## config.mk

```make
export PLATFORM = sky130hd
export DESIGN_NAME = measurement_serializer
export DESIGN_NICKNAME = d
export VERILOG_FILES = /design/src/rtl/measurement_serializer.sv
export SDC_FILE = /design/constraint.sdc
export NUM_CORES = 1
export LEC_CHECK = 0
export CORE_AREA = 3 3 311 313
export DETAILED_ROUTE_END_ITERATION = 10
export DIE_AREA = 0 0 314 316
export SLEW_MARGIN = 10
export SYNTH_ARGS = -nofsm -noshare
export SYNTH_HDL_FRONTEND = slang
export SYNTH_SLANG_ARGS = --single-unit
```

## constraint.sdc

```tcl
create_clock -name clk -period 45.5 [get_ports clk]
set_input_delay 6.825 -clock clk [delete_from_list [all_inputs] [get_ports clk]]
set_output_delay 6.825 -clock clk [all_outputs]
set_load 0.02 [all_outputs]
```

## src/rtl/measurement_serializer.sv

```systemverilog
// measurement_serializer
//   Captures one frame of NUM_MEAS parallel measurement words on a load
//   handshake and replays it as a valid/ready word stream, word 0 first.
//   Holds exactly one frame; no new load is accepted until the stream drains.
//   Optional: define MEAS_SER_CHECKSUM_EN to append one extra word holding
//   the modulo-2**WIDTH sum of the frame (out_idx = NUM_MEAS for that word).
module measurement_serializer #(
  parameter int NUM_MEAS = 48,
  parameter int WIDTH    = 16,
  parameter int IDX_W    = 6
) (
  input  logic                      clk,
  input  logic                      reset,
  input  logic                      load_valid,
  output logic                      load_ready,
  input  logic [NUM_MEAS*WIDTH-1:0] meas_bus,
  output logic                      out_valid,
  input  logic                      out_ready,
  output logic [WIDTH-1:0]          out_data,
  output logic                      out_last,
  output logic [IDX_W-1:0]          out_idx,
  output logic                      frame_done,
  output logic [7:0]                frame_cnt
);

  typedef enum logic {IDLE, SEND} state_e;

`ifdef MEAS_SER_CHECKSUM_EN
  localparam int unsigned LAST_WORD = NUM_MEAS;
`else
  localparam int unsigned LAST_WORD = NUM_MEAS - 1;
`endif
  localparam logic [IDX_W-1:0] LAST_IDX = IDX_W'(LAST_WORD);

  state_e              state_q, state_d;
  logic [WIDTH-1:0]    buf_q [NUM_MEAS];
  logic                out_valid_q, out_valid_d;
  logic [WIDTH-1:0]    out_data_q, out_data_d;
  logic                out_last_q, out_last_d;
  logic [IDX_W-1:0]    out_idx_q, out_idx_d;
  logic                frame_done_q, frame_done_d;
  logic [7:0]          frame_cnt_q, frame_cnt_d;

  logic                capture;
  logic                xfer;
  logic [IDX_W-1:0]    idx_inc;
  logic [WIDTH-1:0]    next_word;

  assign load_ready = (state_q == IDLE);
  assign capture    = load_valid && (state_q == IDLE);
  assign xfer       = out_valid_q && out_ready;
  assign idx_inc    = out_idx_q + IDX_W'(1);

`ifdef MEAS_SER_CHECKSUM_EN
  logic [WIDTH-1:0] sum_q, sum_d;

  // Sum of the incoming frame, computed once from the bus at capture
  always_comb begin
    sum_d = '0;
    for (int unsigned i = 0; i < NUM_MEAS; i++) begin
      sum_d = sum_d + meas_bus[i*WIDTH +: WIDTH];
    end
  end

  // Checksum register, loaded alongside the frame buffer
  always_ff @(posedge clk) begin
    if (capture) sum_q <= sum_d;
  end

  // Word following the current one: buffered data, or the checksum after the last data word
  always_comb begin
    next_word = '0;
    if (idx_inc == IDX_W'(NUM_MEAS)) next_word = sum_q;
    else if (idx_inc < IDX_W'(NUM_MEAS)) next_word = buf_q[idx_inc];
  end
`else
  // Word following the current one, taken from the frame buffer
  always_comb begin
    next_word = '0;
    if (idx_inc < IDX_W'(NUM_MEAS)) next_word = buf_q[idx_inc];
  end
`endif

  // Frame buffer: sampled only in the capture cycle, contents need no reset
  always_ff @(posedge clk) begin
    if (capture) begin
      for (int unsigned i = 0; i < NUM_MEAS; i++) begin
        buf_q[i] <= meas_bus[i*WIDTH +: WIDTH];
      end
    end
  end

  // FSM state register
  always_ff @(posedge clk or negedge reset) begin
    if (!reset) state_q <= IDLE;
    else        state_q <= state_d;
  end

  // FSM next state: capture starts a frame, transfer of the last word ends it
  always_comb begin
    state_d = state_q;
    unique case (state_q)
      IDLE: if (capture) state_d = SEND;
      SEND: if (xfer && out_last_q) state_d = IDLE;
      default: state_d = IDLE;
    endcase
  end

  // Stream output next values: word 0 on capture, advance on each transfer, hold under backpressure
  always_comb begin
    out_valid_d  = out_valid_q;
    out_data_d   = out_data_q;
    out_last_d   = out_last_q;
    out_idx_d    = out_idx_q;
    frame_done_d = 1'b0;
    frame_cnt_d  = frame_cnt_q;
    if (capture) begin
      out_valid_d = 1'b1;
      out_idx_d   = '0;
      out_data_d  = meas_bus[WIDTH-1:0];
      out_last_d  = 1'b0;
    end else if (xfer) begin
      if (out_last_q) begin
        out_valid_d  = 1'b0;
        out_idx_d    = '0;
        out_last_d   = 1'b0;
        frame_done_d = 1'b1;
        frame_cnt_d  = frame_cnt_q + 8'd1;
      end else begin
        out_idx_d  = idx_inc;
        out_data_d = next_word;
        out_last_d = (idx_inc == LAST_IDX);
      end
    end
  end

  // Stream output registers
  always_ff @(posedge clk or negedge reset) begin
    if (!reset) begin
      out_valid_q  <= 1'b0;
      out_data_q   <= '0;
      out_last_q   <= 1'b0;
      out_idx_q    <= '0;
      frame_done_q <= 1'b0;
      frame_cnt_q  <= '0;
    end else begin
      out_valid_q  <= out_valid_d;
      out_data_q   <= out_data_d;
      out_last_q   <= out_last_d;
      out_idx_q    <= out_idx_d;
      frame_done_q <= frame_done_d;
      frame_cnt_q  <= frame_cnt_d;
    end
  end

  assign out_valid  = out_valid_q;
  assign out_data   = out_data_q;
  assign out_last   = out_last_q;
  assign out_idx    = out_idx_q;
  assign frame_done = frame_done_q;
  assign frame_cnt  = frame_cnt_q;

endmodule

```

### Placed standard cells, run 1

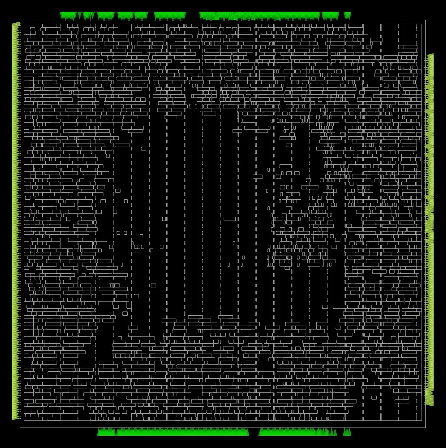
register share of the cell area: 55.3%
number of inserted filler cells in the final layout: 8,059
FP Rows: 113
CORE AREA: 94,600 um^2

### Metal layers overlaid, run 1

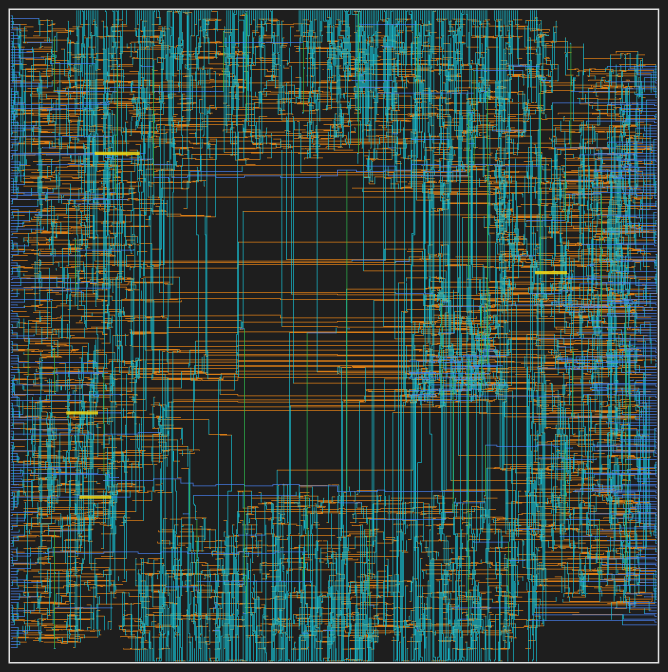
- metal 4: green (wire length 2,100 um)
- metal 5: yellow (wire length 61.6 um)
- metal 2: cyan (wire length 56.2 mm)
- metal 1: orange (wire length 39.6 mm)
- metal 3: blue (wire length 7,860 um)
DRT Wirelength: 106 mm
GRT Util Overall: 21.0%
via count of the routed design: 18,000

### Cell classes on the final placement, run 1

Fill, decap, tap and diode cells in gray.
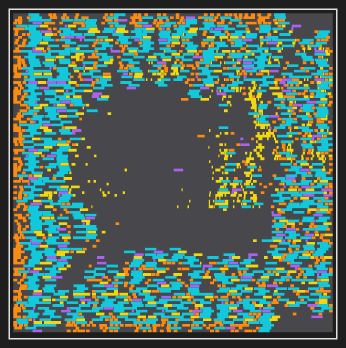
- combinational and other logic: yellow (cells 613)
- flops: cyan (cells 802)
- other buffers and delay cells: orange (cells 829)
- clock drivers and dummy loads: purple (cells 161)

### Wires at chosen ports, followed through buffers, run 1

Scale bar: 100 um.
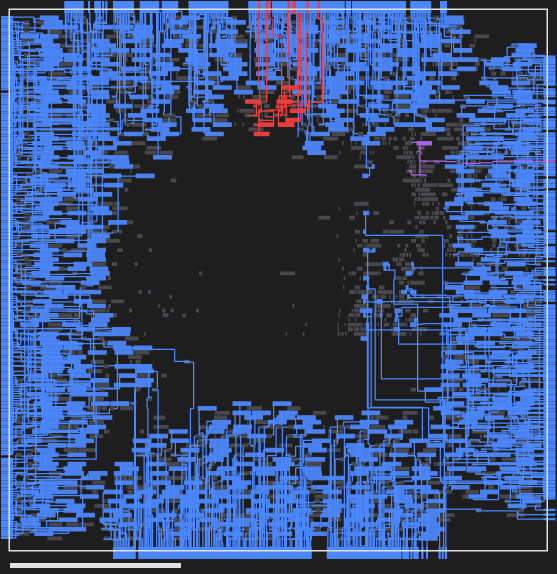
- frame_cnt: red (bits 8; direction output; edge top; end cells 8; buffers 8; wire 674 um)
- out_last: purple (bits 1; direction output; edge right; end cells 1; buffers 1; wire 120 um)
- meas_bus: blue (bits 768; direction input; edge 223 left, 185 top, 184 bottom, 176 right; end cells 800; buffers 768; wire 38.4 mm)

==> metrics.sh, run 1 <==
POST_SYNTH_XOR_AREA_FRACTION_PCT=0.488
TOP_LAYER_USED='met5'
BUFFER_AND_INVERTER_TALLY_FOR_THE_WORST_SETUP_PATH=5
SYNTH_STAT.CELLS=1502
ROUTE.DETAILED.VIAS_PER_INST=4.89
RSZ0062_AT_GRT='false'
IRDROPWORSTVDD_V=0.0000611
STARTPOINT_TYPE='primary input'
PATH_DEPTH=6
YS_SH_MUX_PCT=14.2
CRIT_PATH_START='load_valid'
DRT.ANTENNA.VIOLATING_NETS=0
FINAL_CELLS=3677
FINALNETCOUNT=3108
GLOBALPLACE.CONGESTION=0.894
DRTPASS1ITERATIONS=5
POST_SYNTH_INST_COUNT=1502
FINAL_LAYOUT_SIZE_SUFFIX_GT1_SHARE_PCT=13.2
CRITICAL_PATH_FANOUT_MAX=84
LAYOUT_SETUP_WS_NS=34.10
LARGEST_REGISTER_FFS=768
WORSTHOLDSTART='frame_cnt[7]'
IOPINCOUNT=806
POWER.SEQUENTIAL.TOTAL_mW=0.835
FP_NETS=2277
OUTCOME='complete, no violations'
NUMBER_OF_FLOPS_MAPPED_TO_ENABLE_CELLS_BY_YOSYS=768
ANTENNA_FOUND_INITIAL=21
CLOCKBUFFERDEPTH=3
GLOBAL_ROUTE.PEAK_USAGE_LAYER='met2'
COMB_AREA_SHARE_PCT=15.5
## run 1: cell usage in the layout (no fill, tap or decap), types with 2 or more instances in the layout
master	instances
sky130_fd_sc_hd__clkdlybuf4s50_1	804
sky130_fd_sc_hd__edfxtp_1	768
sky130_fd_sc_hd__mux4_2	160
sky130_fd_sc_hd__nand2_1	154
sky130_fd_sc_hd__clkbuf_16	88
sky130_fd_sc_hd__mux2i_1	80
sky130_fd_sc_hd__dfrtp_1	33
sky130_fd_sc_hd__a32oi_1	32
sky130_fd_sc_hd__a311o_1	32
sky130_fd_sc_hd__clkbuf_1	24
sky130_fd_sc_hd__o21ai_0	22
sky130_fd_sc_hd__a21oi_1	19
sky130_fd_sc_hd__clkinv_1	19
sky130_fd_sc_hd__buf_4	19
sky130_fd_sc_hd__o22ai_1	17
sky130_fd_sc_hd__a31oi_1	16
sky130_fd_sc_hd__a222oi_1	16
sky130_fd_sc_hd__clkinv_2	13
sky130_fd_sc_hd__nor2_1	10
sky130_fd_sc_hd__diode_2	7
sky130_fd_sc_hd__nand3_1	7
sky130_fd_sc_hd__xnor2_1	5
sky130_fd_sc_hd__bufinv_16	5
sky130_fd_sc_hd__xor2_1	4
sky130_fd_sc_hd__inv_6	4
sky130_fd_sc_hd__buf_12	4
sky130_fd_sc_hd__and3_1	3
sky130_fd_sc_hd__nor2b_1	3
sky130_fd_sc_hd__clkbuf_8	3
sky130_fd_sc_hd__inv_1	2
sky130_fd_sc_hd__nand2b_1	2
sky130_fd_sc_hd__xnor2_2	2
sky130_fd_sc_hd__ha_1	2
sky130_fd_sc_hd__inv_16	2
## run 1: stage by stage
step           hold WS (ns)  area [um^2]
6_report              0.480        43200
5_1_grt               0.526        43200
4_1_cts               0.478        43200
3_5_place_dp          0.468        40500
3_3_place_gp          0.479        40500
2_1_floorplan         0.480        31000
## Run 2: what changed since run 1
--- a/config.mk
+++ b/config.mk
@@ -5,9 +5,9 @@
 export SDC_FILE = /design/constraint.sdc
 export NUM_CORES = 1
 export LEC_CHECK = 0
-export CORE_AREA = 3 3 311 313
+export CORE_AREA = 3 3 312 314
 export DETAILED_ROUTE_END_ITERATION = 10
-export DIE_AREA = 0 0 314 316
+export DIE_AREA = 0 0 315 317
 export SLEW_MARGIN = 10
 export SYNTH_ARGS = -nofsm -noshare
 export SYNTH_HDL_FRONTEND = slang
==> constraint.sdc (replaced) <==
create_clock -name clk -period 9.94 [get_ports clk]
set_input_delay 1.491 -clock clk [delete_from_list [all_inputs] [get_ports clk]]
set_output_delay 1.491 -clock clk [all_outputs]
set_load 0.02 [all_outputs]
### Cells by drive strength, run 2

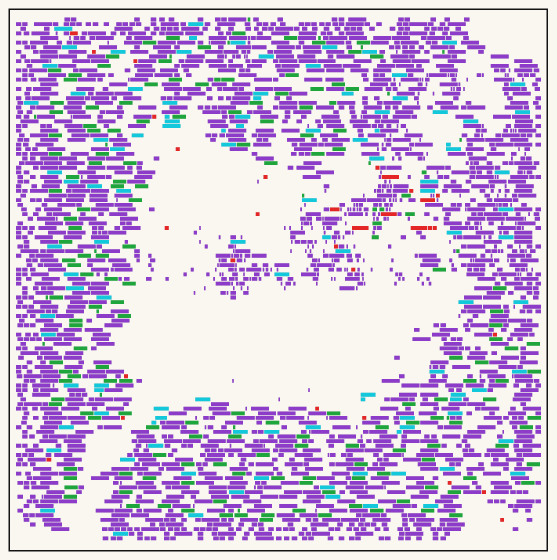
- _2 cells: green (cells 190; share 7.9%)
- _0 and _1 cells: purple (cells 2,078; share 86%)
- _6 and larger: cyan (cells 108; share 4.5%)
- _3 and _4 cells: red (cells 31; share 1.3%)

==> metrics.sh, run 2 <==
FINAL_CELLS=3688
FP_NETS=2277
UNIQUE_MASTERS_POST_SYNTH=47
LARGEST_REGISTER_FFS=768
ANTENNA_FOUND_INITIAL=21
POSTROUTEWIRELENGTH_MM=109
RSZ0062_AT_GRT='false'
GLOBALPLACE.CONGESTION=0.875
POST_SYNTH_XOR_AREA_FRACTION_PCT=0.488
LAYOUT_SETUP_WS_NS=5.25
DESIGN.CORE.AREA_UM2=94900
STARTPOINT_TYPE='primary input'
FINAL_LAYOUT_SIZE_SUFFIX_GT1_SHARE_PCT=13.7
FLOORPLAN.ROWS=113
NUMBER_OF_FLOPS_MAPPED_TO_ENABLE_CELLS_BY_YOSYS=768
IOPINCOUNT=806
NFILLCELLS=8067
SYNTH_STAT.CELLS=1502
BUFFER_AND_INVERTER_TALLY_FOR_THE_WORST_SETUP_PATH=3
ROUTE.DETAILED.VIAS_PER_INST=4.96
CRITICAL_PATH_FANOUT_MAX=72
POWER_FRAC_COMB_PCT=29.8
POST_SYNTH_INST_COUNT=1502
DRC=0
CRIT_PATH_START='load_valid'
FINALNETCOUNT=3110
GRTUSAGETOTAL_PCT=21.3
WORSTHOLDSTART='frame_cnt[7]'
POWER.SEQUENTIAL.TOTAL_mW=3.81
CLOCKBUFFERDEPTH=3
IRDROPWORSTVDD_V=0.000168
TOP_CELLS_BY_COUNT='sky130_fd_sc_hd__edfxtp_1 (768), sky130_fd_sc_hd__mux4_2 (160), sky130_fd_sc_hd__nand2_1 (154)'
WORST_MAX_SLEW_PIN_SLEW_NS=1.26
DRTPASS1ITERATIONS=7
SYNTHAOIAREAFRAC_PCT=4.09
P_TOTAL_mW=9.83
SEQ_POWER_SHARE_PCT=38.8
NUM_VIAS=18300
FLOORPLAN.INITIALDENSITY_PCT=32.7
TIMING.CRITICAL_PATH.CELLS='clkdlybuf4s50_1 -> nor2b_4 -> buf_4 -> buf_4 -> a21oi_1 -> a311o_1 -> a311o_1 -> nand2_1'
YS_SH_MUX_PCT=14.2
POWER.DENSITY_nW_PER_UM2=227
FINAL_CELL_MIX='sky130_fd_sc_hd__clkdlybuf4s50_1 (804), sky130_fd_sc_hd__edfxtp_1 (768), sky130_fd_sc_hd__mux4_2 (160), sky130_fd_sc_hd__nand2_1 (154), sky130_fd_sc_hd__clkbuf_16 (88)'
LARGESTPOWERGROUP='registers'
MOSTFREQUENTLAYOUTCELL='sky130_fd_sc_hd__clkdlybuf4s50_1'
DRT.ANTENNA.VIOLATING_NETS=0
OUTCOME='complete, no violations'
## run 2: cell count changes in the layout (fill, tap and decap cells not counted), moves of 2 or more
cell                       before  now
sky130_fd_sc_hd__inv_6          4    7
sky130_fd_sc_hd__buf_4         19   21
sky130_fd_sc_hd__diode_2        7   16
sky130_fd_sc_hd__clkbuf_1      24   16
sky130_fd_sc_hd__clkinv_2      13   19
## run 2: metal layers
metal | up-vias | routed length [um] | track usage, %
li1 | 7959 | - | -
met1 | 9280 | 38500 | 24.5
met2 | 906 | 57400 | 38.3
met3 | 138 | 9850 | 6.39
met4 | 6 | 2820 | 6.36
met5 | - | 44 | 0
## run 2: cells by family after synthesis
logic type      after synthesis
buf+inv                      89
simple gates                190
compound gates              164
flops                       802
xor+xnor                     13
mux                         241
fa+ha+maj                     3
## run 2: final timing paths
| path | slack, ns | end | cells after the start |
|---|---|---|---|
| worst max-delay path | 5.25 | out_data[0] | 8 |
| worst min-delay path | 0.48 | frame_cnt[7] | 1 |
| worst max register to register | 5.47 | out_data[14] | 8 |
| worst min register to register | 0.48 | frame_cnt[7] | 1 |
| max in group asynchronous | 8.29 | out_idx[0] | 1 |
| min in group asynchronous | 0.96 | frame_cnt[7] | 1 |
## run 2: cell type report
type                            count  area [um^2]  area share [%]
Tap cell                         1265         1580            3.66
Multi-Input combinational cell    611         6720            15.5
Inverter                            2         7.51          0.0174
Sequential cell                   802        23900            55.3
Timing Repair Buffer              830         8290            19.1
Clock inverter                     55          413           0.954
Antenna cell                       16         40.0          0.0925
Clock buffer                      107         2300            5.32
## run 2: through the flow
step	instance area (um^2)	hold slack [ns]
floorplan	31000	0.480
global placement	40500	0.472
detailed placement	40500	0.472
CTS	43200	0.479
global route	43300	0.507
finish	43300	0.481
